Fig. 1: run 1, routed metal, one colour a layer
The bar under the picture is 20 um long.
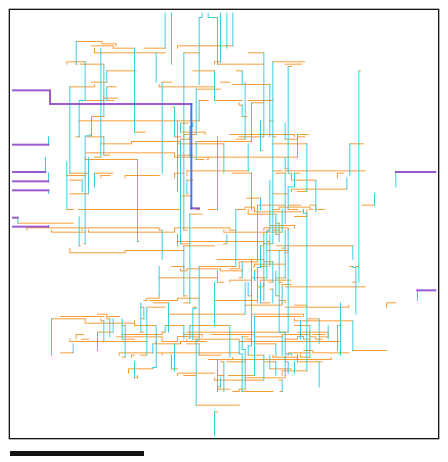
Fig. 2: run 1, clock distribution
The bar under the picture is 20 um long.
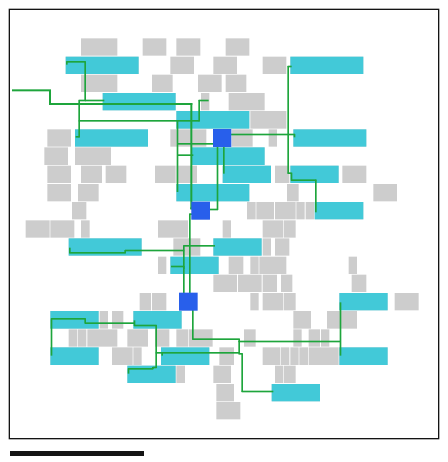
Fig. 3: run 1, sequential cells grouped by signal name
Other sequential cells in the stronger grey, the rest of the logic in the fainter grey.
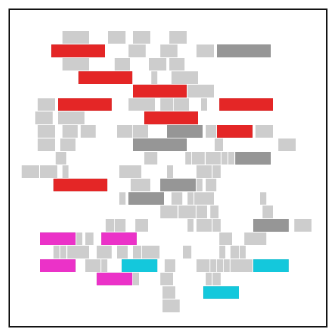
Fig. 4: run 1, pin placement
Pins as bars across the die edge, other pins in grey.
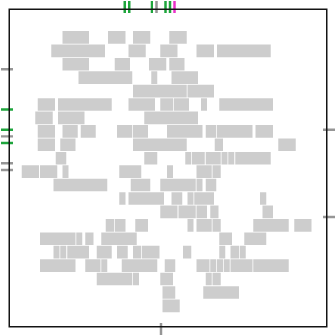
**src/rtl/uart_pkg.sv**
```systemverilog
// Shared types and default constants for the UART transmit path.
package uart_pkg;

  typedef enum logic [2:0] {
    IDLE,
    START,
    DATA,
    PARITY,
    STOP
  } tx_state_t;

  localparam int UART_DATA_W       = 8;
  localparam int UART_CLKS_PER_BIT = 16;
  localparam int UART_CNT_W        = $clog2(UART_CLKS_PER_BIT);

  // Counter width able to hold 0..n-1; never narrower than one bit.
  function automatic int cnt_w(input int n);
    return (n <= 2) ? 1 : $clog2(n);
  endfunction

endpackage

```
**src/rtl/uart_tx_ctrl_if.sv**
```systemverilog
// Byte-source handshake and serial-line status between the UART register block and the tx controller.
interface uart_tx_ctrl_if
  import uart_pkg::*;
#(
  parameter int DATA_W = UART_DATA_W
);
  logic              tx_valid;
  logic [DATA_W-1:0] tx_data;
  logic              parity_en;
  logic              parity_odd;
  logic              tx_ready;
  logic              tx_busy;
  logic              tx_done;
  logic              tx_out;

  modport master (
    output tx_valid, tx_data, parity_en, parity_odd,
    input  tx_ready, tx_busy, tx_done, tx_out
  );

  modport slave (
    input  tx_valid, tx_data, parity_en, parity_odd,
    output tx_ready, tx_busy, tx_done, tx_out
  );
endinterface

```
**src/rtl/uart_tx_shift.sv**
```systemverilog
// Load/shift register of per-bit enable-gated flops; bit 0 is the data bit on the line.
module uart_tx_shift
  import uart_pkg::*;
#(
  parameter int DATA_W = UART_DATA_W
) (
  input  logic              clk,
  input  logic              load,
  input  logic              shift,
  input  logic [DATA_W-1:0] din,
  output logic              data_bit_d
);
  logic [DATA_W-1:0] sr_q;
  logic [DATA_W-1:0] sr_d;
  logic              en;

  // Next contents: parallel load, or shift right with 1 filling from the top.
  always_comb begin
    en         = load | shift;
    sr_d       = load ? din : {1'b1, sr_q[DATA_W-1:1]};
    data_bit_d = en ? sr_d[0] : sr_q[0];
  end

  for (genvar i = 0; i < DATA_W; i++) begin : g_bit
    // Each stage only captures when the controller enables a load or shift.
    always_ff @(posedge clk) begin
      if (en) sr_q[i] <= sr_d[i];
    end
  end

endmodule

```
**src/rtl/uart_tx_ctrl.sv**
```systemverilog
// UART transmit controller: baud timing, frame FSM and upstream handshake.
module uart_tx_ctrl
  import uart_pkg::*;
#(
  parameter int DATA_W       = UART_DATA_W,
  parameter int CLKS_PER_BIT = UART_CLKS_PER_BIT
) (
  input  logic           clk,
  input  logic           rst,
  uart_tx_ctrl_if.slave  bus
);
  localparam int CNT_W = cnt_w(CLKS_PER_BIT);
  localparam int IDX_W = cnt_w(DATA_W);
  localparam logic [CNT_W-1:0] CNT_LAST = CNT_W'(CLKS_PER_BIT - 1);
  localparam logic [IDX_W-1:0] IDX_LAST = IDX_W'(DATA_W - 1);

  tx_state_t        state_q, state_d;
  logic [CNT_W-1:0] cnt_q, cnt_d;
  logic [IDX_W-1:0] idx_q, idx_d;
  logic             par_en_q, par_en_d;
  logic             par_bit_q, par_bit_d;
  logic             tx_out_q, tx_out_d;
  logic             done_q, done_d;
  logic             bit_tick;
  logic             accept;
  logic             load;
  logic             shift;
  logic             data_bit_d;

  assign bit_tick     = (state_q != IDLE) && (cnt_q == CNT_LAST);
  assign bus.tx_ready = (state_q == IDLE) && !rst;
  assign accept       = bus.tx_valid && bus.tx_ready;
  assign bus.tx_busy  = (state_q != IDLE);
  assign bus.tx_done  = done_q;
  assign bus.tx_out   = tx_out_q;

  uart_tx_shift #(.DATA_W(DATA_W)) u_shift (
    .clk        (clk),
    .load       (load),
    .shift      (shift),
    .din        (bus.tx_data),
    .data_bit_d (data_bit_d)
  );

  // Frame sequencing, baud counter and the registered line value for next cycle.
  always_comb begin
    state_d   = state_q;
    idx_d     = idx_q;
    par_en_d  = par_en_q;
    par_bit_d = par_bit_q;
    done_d    = 1'b0;
    load      = 1'b0;
    shift     = 1'b0;
    if (state_q == IDLE || bit_tick) cnt_d = '0;
    else                             cnt_d = cnt_q + 1'b1;

    unique case (state_q)
      IDLE: begin
        if (accept) begin
          load      = 1'b1;
          par_en_d  = bus.parity_en;
          par_bit_d = (^bus.tx_data) ^ bus.parity_odd;
          state_d   = START;
        end
      end
      START: begin
        if (bit_tick) begin
          state_d = DATA;
          idx_d   = '0;
        end
      end
      DATA: begin
        if (bit_tick) begin
          shift = 1'b1;
          idx_d = idx_q + 1'b1;
          if (idx_q == IDX_LAST) state_d = par_en_q ? PARITY : STOP;
        end
      end
      PARITY: begin
        if (bit_tick) state_d = STOP;
      end
      STOP: begin
        if (bit_tick) begin
          state_d = IDLE;
          done_d  = 1'b1;
        end
      end
      default: state_d = IDLE;
    endcase

    unique case (state_d)
      START:   tx_out_d = 1'b0;
      DATA:    tx_out_d = data_bit_d;
      PARITY:  tx_out_d = par_bit_q;
      default: tx_out_d = 1'b1;
    endcase
  end

  // Control state; reset aborts any frame and returns the line to idle.
  always_ff @(posedge clk) begin
    if (rst) begin
      state_q  <= IDLE;
      cnt_q    <= '0;
      idx_q    <= '0;
      tx_out_q <= 1'b1;
      done_q   <= 1'b0;
    end else begin
      state_q  <= state_d;
      cnt_q    <= cnt_d;
      idx_q    <= idx_d;
      tx_out_q <= tx_out_d;
      done_q   <= done_d;
    end
  end

  // Per-frame parity settings captured at acceptance; only read while a frame is active.
  always_ff @(posedge clk) begin
    par_en_q  <= par_en_d;
    par_bit_q <= par_bit_d;
  end

endmodule

```
**src/flat_wrapper.sv**
```systemverilog
// flat-port wrapper written by rule: the top's interface ports become plain ports
module uart_tx_ctrl_flat import uart_pkg::*;
#(
  parameter int DATA_W       = UART_DATA_W,
  parameter int CLKS_PER_BIT = UART_CLKS_PER_BIT
)
  (clk, rst, bus_tx_valid, bus_tx_data, bus_parity_en, bus_parity_odd, bus_tx_ready, bus_tx_busy, bus_tx_done, bus_tx_out);
  uart_tx_ctrl_if #(.DATA_W(DATA_W)) bus_i ();
  input  logic clk;
  input  logic rst;
  input wire logic [$bits(bus_i.tx_valid)-1:0] bus_tx_valid;
  input wire logic [$bits(bus_i.tx_data)-1:0] bus_tx_data;
  input wire logic [$bits(bus_i.parity_en)-1:0] bus_parity_en;
  input wire logic [$bits(bus_i.parity_odd)-1:0] bus_parity_odd;
  output wire logic [$bits(bus_i.tx_ready)-1:0] bus_tx_ready;
  output wire logic [$bits(bus_i.tx_busy)-1:0] bus_tx_busy;
  output wire logic [$bits(bus_i.tx_done)-1:0] bus_tx_done;
  output wire logic [$bits(bus_i.tx_out)-1:0] bus_tx_out;
  assign bus_i.tx_valid = bus_tx_valid;
  assign bus_i.tx_data = bus_tx_data;
  assign bus_i.parity_en = bus_parity_en;
  assign bus_i.parity_odd = bus_parity_odd;
  assign bus_tx_ready = bus_i.tx_ready;
  assign bus_tx_busy = bus_i.tx_busy;
  assign bus_tx_done = bus_i.tx_done;
  assign bus_tx_out = bus_i.tx_out;
  uart_tx_ctrl #(.DATA_W(DATA_W), .CLKS_PER_BIT(CLKS_PER_BIT)) u_core (.clk(clk), .rst(rst), .bus(bus_i));
endmodule
```
**config.mk**
```make
export PLATFORM = sky130hd
export DESIGN_NAME = uart_tx_ctrl_flat
export DESIGN_NICKNAME = d
export VERILOG_FILES = /design/src/rtl/uart_pkg.sv /design/src/rtl/uart_tx_ctrl_if.sv /design/src/rtl/uart_tx_shift.sv /design/src/rtl/uart_tx_ctrl.sv /design/src/flat_wrapper.sv
export SDC_FILE = /design/constraint.sdc
export NUM_CORES = 1
export LEC_CHECK = 0
export ABC_CLOCK_PERIOD_IN_PS = 5200
export CAP_MARGIN = 20
export CORE_MARGIN = 2
export CORE_UTILIZATION = 30
export CTS_CLUSTER_DIAMETER = 100
export DETAILED_ROUTE_END_ITERATION = 16
export PLACE_DENSITY = 0.48
export SLEW_MARGIN = 20
export SYNTH_ARGS = -nofsm -noshare
export SYNTH_HDL_FRONTEND = slang
export SYNTH_HIERARCHICAL = 1
export SYNTH_SLANG_ARGS = --single-unit
```
**constraint.sdc**
```tcl
create_clock -name clk -period 5.2 [get_ports clk]
set_clock_uncertainty 0.15 [all_clocks]
set_input_delay 1.04 -clock clk [delete_from_list [all_inputs] [get_ports clk]]
set_output_delay 1.04 -clock clk [all_outputs]
set_load 0.01 [all_outputs]
```
==> reports/results.tsv, run 1 <==
stage	metric	value	unit
synth	top_cells_by_area	edfxtp_1 (25%), dfxtp_1 (24%), mux2_4 (8.3%), xnor2_1 (5.7%), nor2_1 (4.2%)	
synth	syn-mean-instance-area	10.9	um2
timing	drv_slew	0	
run_status	status	completed	
timing	rsz0062_at_grt	false	
power	ir_worst_vdd	85.4	uV
power	clock_power_share	0.255	
detailed_routing	drtAntennaViolNets	0	
flow_run	drv_cap	0	
power	cellInternalPower	0.246	mW
power	p_seq_frac	0.599	
power	leakage	0.481	nW
worst_setup_path	cp_data_required_time	4.01	ns
synth	edf_count	9	
cells_and_area	area_growth	21.9	%
worst_setup_path	r2r-start	u_core/state_q[0]$_SDFF_PP0_	
worst_setup_path	worstSetupStartpointType	input port	
power	switchingPower	0.0751	mW
cells_and_area	drive_above_1_share	0.128	
detailed_routing	wl_met1	994	um
place	gp_congestion	0.676	
grt	grt_overflow	0	
timing	relSlewSlack	0.592	
clock_network	cts_tree	built	
timing	tightest_slew	0.609	ns
clock_network	cts_root_buf	clkbuf_4	
synth	syn_nets	115	
detailed_routing	route.met3.wl	65	um
floorplanning	rows	21	
clock_network	cts_sinks	22	
timing	final_hold_viol_count	0	
worst_setup_path	r2r.worst_path.cells	5	
flow_run	tool_warnings	26	
place	dp_cells	158	
grt	track_usage	0.105	
clock_network	clkTransAtPathRegs	0.13	ns
detailed_routing	viasPerCell	4.61	
synth	synthCells	99	
timing	setup_viol	0	
place	place_ws	1.57	ns
About Fig. 1:
blue -> met4  # wire length 15.6 um
orange -> met1  # wire length 994 um
purple -> met3  # wire length 65.1 um
cyan -> met2  # wire length 881 um

About Fig. 2:
blue -> cells driving clock nets  # count 3
green -> clock wires  # length 304 um
cyan -> flip-flops  # count 22
routed clock nets = 4
Latency at later pin: 0.30 ns
Clock group: 0.0820 mW

About Fig. 3:
cyan -> u_core/idx_q  # sequential cells 3
magenta -> u_core/cnt_q  # sequential cells 4, where south-west
red -> u_core/u_shift/sr_q  # sequential cells 8
not coloured = 7

About Fig. 4:
green -> bus_tx_data  # pins 8, direction input, edge 5 north, 3 west
magenta -> bus_tx_valid  # pins 1, direction input, edge north
all pins by edge = 7 north, 7 west, 2 east, 1 south
I/O Buffers: 16
Die Ht: 64.0 um
Die W: 64.0 um

run 1: power groups by stage:
| stage | registers [mW] | clock network [mW] | logic, mW |
|---|---|---|---|
| after floorplan | 0.195 | 0 | 0.0301 |
| after global placement | 0.197 | 0 | 0.0461 |
| after detailed placement | 0.197 | 0 | 0.0463 |
| after CTS | 0.193 | 0.0871 | 0.0466 |
| after global routing | 0.194 | 0.0964 | 0.0509 |
| final | 0.193 | 0.0820 | 0.0469 |
run 1: cell usage in the layout, fill, tap and decap left out:
master and instances:
nor2_1 12, xor2_1 3, edfxtp_1 9, o22a_1 1
nor2b_1 2, or3_4 1, a21o_1 1, a32o_1 1
clkbuf_1 1, o21ai_0 1, and3_1 1, nor3_2 1
a22oi_1 3, nor3_1 3, a311oi_1 1, inv_2 2
o21ai_1 4, or2_1 1, clkdlybuf4s50_1 16, dfxtp_1 13
inv_1 2, ha_1 3, nand3_1 2, nor4_1 2
mux2i_1 1, buf_6 1, mux2_4 6, clkbuf_4 3
and4_1 1, nand2_1 6, a211oi_1 1, nor3b_2 1
nand2b_1 2, or3_1 1, and4b_1 1, xnor2_1 7
run 1: layout make-up:
| class | instances | area (um2) |
|---|---|---|
| well taps | 46 | 57.6 |
| clock buffers | 4 | 26.3 |
| inverters | 4 | 15.0 |
| multi-input cells | 70 | 517 |
| repair buffers | 17 | 171 |
| fillers | 336 | 2070 |
| flip-flops and latches | 22 | 531 |
run 1: Yosys cell counts, types with 2 or more instances:
library cell  instances
mux2_4                6
nor4_1                2
nor2b_1               2
inv_2                 2
nand2b_1              2
ha_1                  3
xor2_1                3
o21ai_1               4
dfxtp_1              13
edfxtp_1              9
nor2_1               12
nor3_1                3
nand2_1               6
a22oi_1               3
inv_1                 2
clkbuf_1              2
xnor2_1               7
nand3_1               2
run 1: kinds of logic (layout without fill, tap and decap cells):
family          count (synthesis)  count (layout)  share of synthesized area
mux                             7               7                     0.0926
xor+xnor                       10              10                     0.0810
fa+ha+maj                       3               3                     0.0347
buf+inv                         7              25                     0.0313
compound gates                 13              13                     0.0833
simple gates                   37              37                      0.186
flops                          22              22                      0.491
run 1: per-stage QoR:
stage	hold slack, ns	area, um2
final	0.307	1320
after global routing	0.332	1320
after CTS	0.308	1310
after detailed placement	0.289	1280
after floorplan	0.268	1080
after global placement	0.285	1280
run 1: sequential cells by signal, summed over array words and instances (netlist names):
name,cells
u_core/bus.tx_done,1
u_core/bus.tx_out,1
u_core/cnt_q,4
u_core/idx_q,3
u_core/par_bit_q,1
u_core/par_en_q,1
u_core/state_q,3
u_core/u_shift/sr_q,8
run 1: critical path, cell delays in order:
cell             delay (ns)
clkdlybuf4s50_1        0.65
nor2_1                 0.19
clkdlybuf4s50_1        0.55
run 1: per-layer routing:
layer,vias up,track usage
li1,392,-
met3,2,0.0264
met4,0,0.0571
met5,-,0
met2,9,0.146
met1,349,0.147
Fig. 5: run 1, clock nets
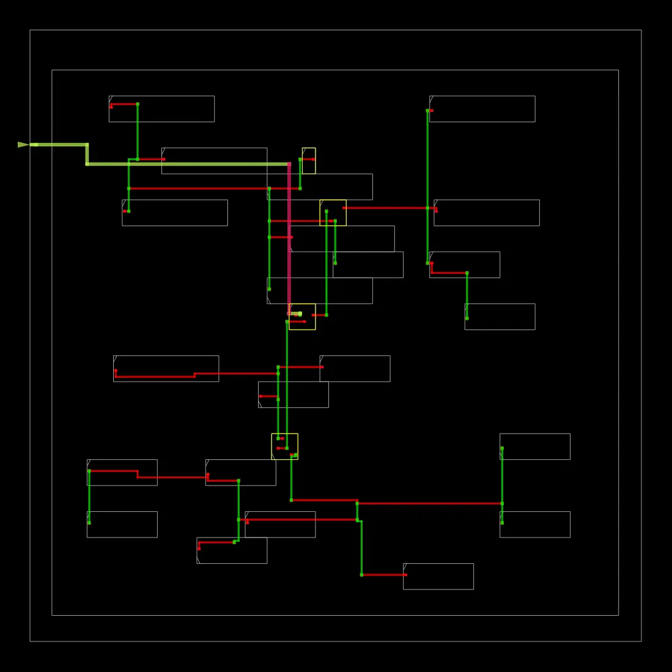

==> inputs of run 2 (changes only) <==
- ABC_CLOCK_PERIOD_IN_PS: 5200 -> 3100
- PLACE_DENSITY: 0.48 -> 0.49
- clock period: 5.2 -> 3.1 ns (I/O delays scaled with it)
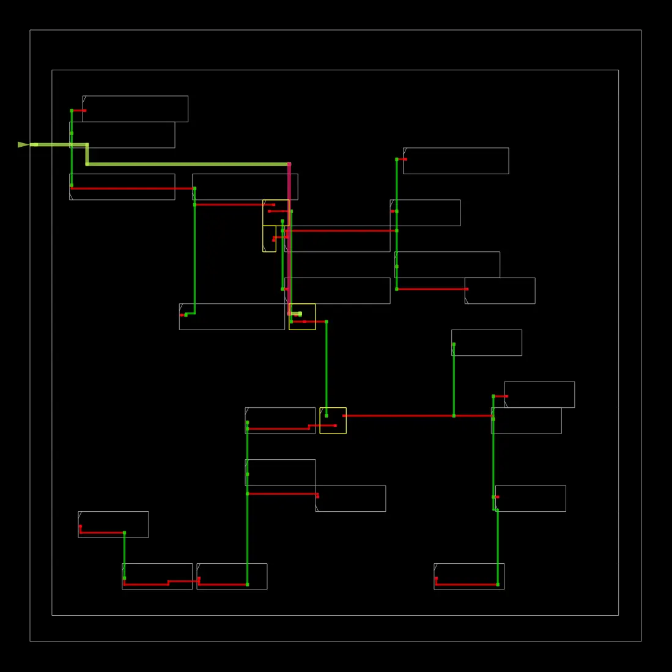
Fig. 6. Clock nets (run 2).
flop count: 22
CTS Buf Count: 3
CLK BUF: 4
Clock group: 0.133 mW

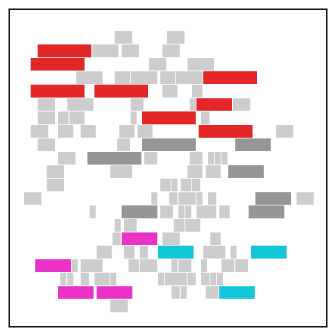
Fig. 7. Sequential cells grouped by signal name (run 2).
Other sequential cells in the stronger grey, the rest of the logic in the fainter grey.
red -> u_core/u_shift/sr_q  # sequential cells 8
magenta -> u_core/cnt_q  # sequential cells 4, where south-west
cyan -> u_core/idx_q  # sequential cells 3

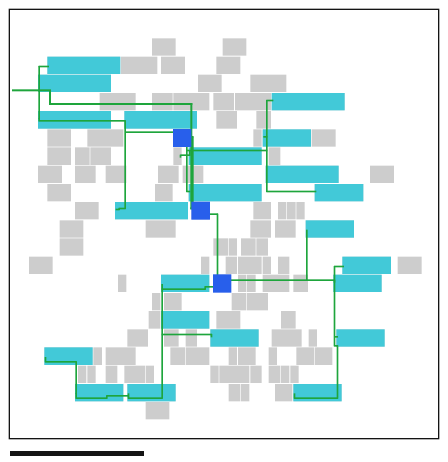
Fig. 8. Clock distribution (run 2).
The bar under the picture is 20 um long.
green -> clock wires  # length 275 um
cyan -> flip-flops  # count 22
blue -> cells driving clock nets  # count 3
flops lie = widely spread

==> reports/results.tsv, run 2 <==
stage	metric	value	unit	change
timing	final_hold_viol_count	0		unchanged
cells_and_area	final_cell_mix	clkdlybuf4s50_1 (16), dfxtp_1 (13), nor2_1 (12), edfxtp_1 (9), xnor2_1 (7)		
worst_setup_path	crit_buf_inv	2		unchanged
worst_setup_path	path_delay_family	buffers and inverters		
detailed_routing	drt_iter0_drc	8		
detailed_routing	viasPerCell	4.51		-2.3%
synth	top_cells_by_area	edfxtp_1 (25%), dfxtp_1 (24%), mux2_4 (8.3%), xnor2_1 (5.7%), nor2_1 (4.2%)		
timing	drv_slew	0		unchanged
worst_setup_path	max_stage_delay	0.55	ns	-0.10 ns
grt	antenna_found_initial	0		
grt	track_usage	0.107		+0.00179
place	io_buffers	16		unchanged
synth	top_cells_by_count	dfxtp_1 (13), nor2_1 (12), edfxtp_1 (9)		
flow_run	tool_warnings	26		unchanged
worst_setup_path	worstSetupStartpointType	register		
power	ir_worst_vdd	138	uV	+62%
cells_and_area	largest-register	u_core/u_shift/sr_q		
grt	grt_overflow	0		unchanged
synth	edf_count	9		unchanged
clock_network	postCtsSetupBuffers	0		
timing	rsz0062_at_grt	false		
cells_and_area	drive_above_1_share	0.136		+0.00739
cells_and_area	largest_reg_flops	8		unchanged
place	gp_congestion	0.697		+3.1%
clock_network	cts_root_buf	clkbuf_4		
run_status	status	completed		
timing	relSlewSlack	0.692		+0.0997
cells_and_area	num-fill-cells	337		+0.30%
floorplanning	die_y	64.0	um	unchanged
cells_and_area	fin_area	1320	um2	+0.29%
place	place_area	1290	um2	+1.2%
synth	most_common_cell	dfxtp_1		
floorplanning	rows	21		unchanged
cells_and_area	diodes	0		
timing	setup_viol	0		unchanged
synth	syn-mean-instance-area	10.9	um2	unchanged
floorplanning	dieWidth	64.0	um	unchanged
detailed_routing	drtAntennaViolNets	0		unchanged
synth	syn_nets	115		unchanged
cells_and_area	lay_top_count	clkdlybuf4s50_1		
flow_run	drv_cap	0		unchanged
timing	tightest_slew	0.462	ns	-0.148 ns
cells_and_area	top_regs	u_core/u_shift/sr_q x8, u_core/cnt_q x4		
worst_setup_path	cp_data_required_time	2.33	ns	-1.68 ns
cells_and_area	area_growth	22.2	%	
power	leakage	0.485	nW	+0.81%
clock_network	cts_tree	built		
[run 2: cell counts after synthesis]
No cell type changed its count.
[run 2: path summary, 6_finish.rpt]
| check | from | end | slack, ns | cells past startpoint |
|---|---|---|---|---|
| max reg2reg | u_core/cnt_q[0]$_SDFF_PP0_ | u_core/bus.tx_out$_SDFF_PP1_ | 1.04 | 8 |
| min | u_core/cnt_q[0]$_SDFF_PP0_ | u_core/cnt_q[0]$_SDFF_PP0_ | 0.31 | 1 |
| min reg2reg | u_core/cnt_q[0]$_SDFF_PP0_ | u_core/cnt_q[0]$_SDFF_PP0_ | 0.31 | 1 |
| max | u_core/state_q[0]$_SDFF_PP0_ | bus_tx_ready | 0.56 | 4 |
[run 2: where the power goes]
| group | switching, mW | internal [mW] | leakage [nW] |
|---|---|---|---|
| Clock | 0.0828 | 0.0501 | 0.0150 |
| Combinational | 0.0312 | 0.0471 | 0.282 |
| Sequential | 0.00665 | 0.316 | 0.188 |
| Total | 0.121 | 0.414 | 0.485 |
[run 2: routing by layer]
metal / wire, um / track usage
met1: 1000 / 0.153
met5: 0 / 0
met3: 69 / 0.0264
met4: 15 / 0.0489
met2: 778 / 0.148
[run 2: through the flow]
step            util  power, mW  setup slack [ns]  hold WS, ns  std cells
6_report       0.390      0.534             0.560        0.310        164
5_1_grt        0.390      0.566             0.436        0.334        164
4_1_cts        0.390      0.546             0.525        0.317        164
3_5_place_dp   0.382      0.410             0.585        0.298        160
3_3_place_gp   0.382      0.409             0.585        0.280        160
2_1_floorplan      -      0.377              1.23        0.268         99
[run 2: area by class of cell]
type,count,area (um2),area share
Multi-Input combinational cell,70,517,0.391
Inverter,4,15.0,0.0114
Timing Repair Buffer,18,175,0.133
Tap cell,46,57.6,0.0436
Sequential cell,22,531,0.402
Clock buffer,4,26.3,0.0199
[run 2: cells by family (layout without fill, tap and decap cells)]
logic type,Yosys count,after routing,synth area share
AND/OR/NAND/NOR,37,37,0.186
flip-flops,22,22,0.491
AND-OR/OR-AND,13,13,0.0833
XOR/XNOR,10,10,0.0810
multiplexers,7,7,0.0926
buffers and inverters,7,26,0.0313
adder cells (fa/ha/maj),3,3,0.0347
[run 2: worst reg2reg max path: stages (launching register included)]
cell and delay (ns):
dfxtp_1 0.37, ha_1 0.22, nand3_1 0.19, nor3_1 0.37, mux2i_1 0.23, o21ai_0 0.11, nor2_1 0.09, and4_1 0.19
nor2_1 0.04
No activity file was given, so power comes from the tool's default toggle rates.
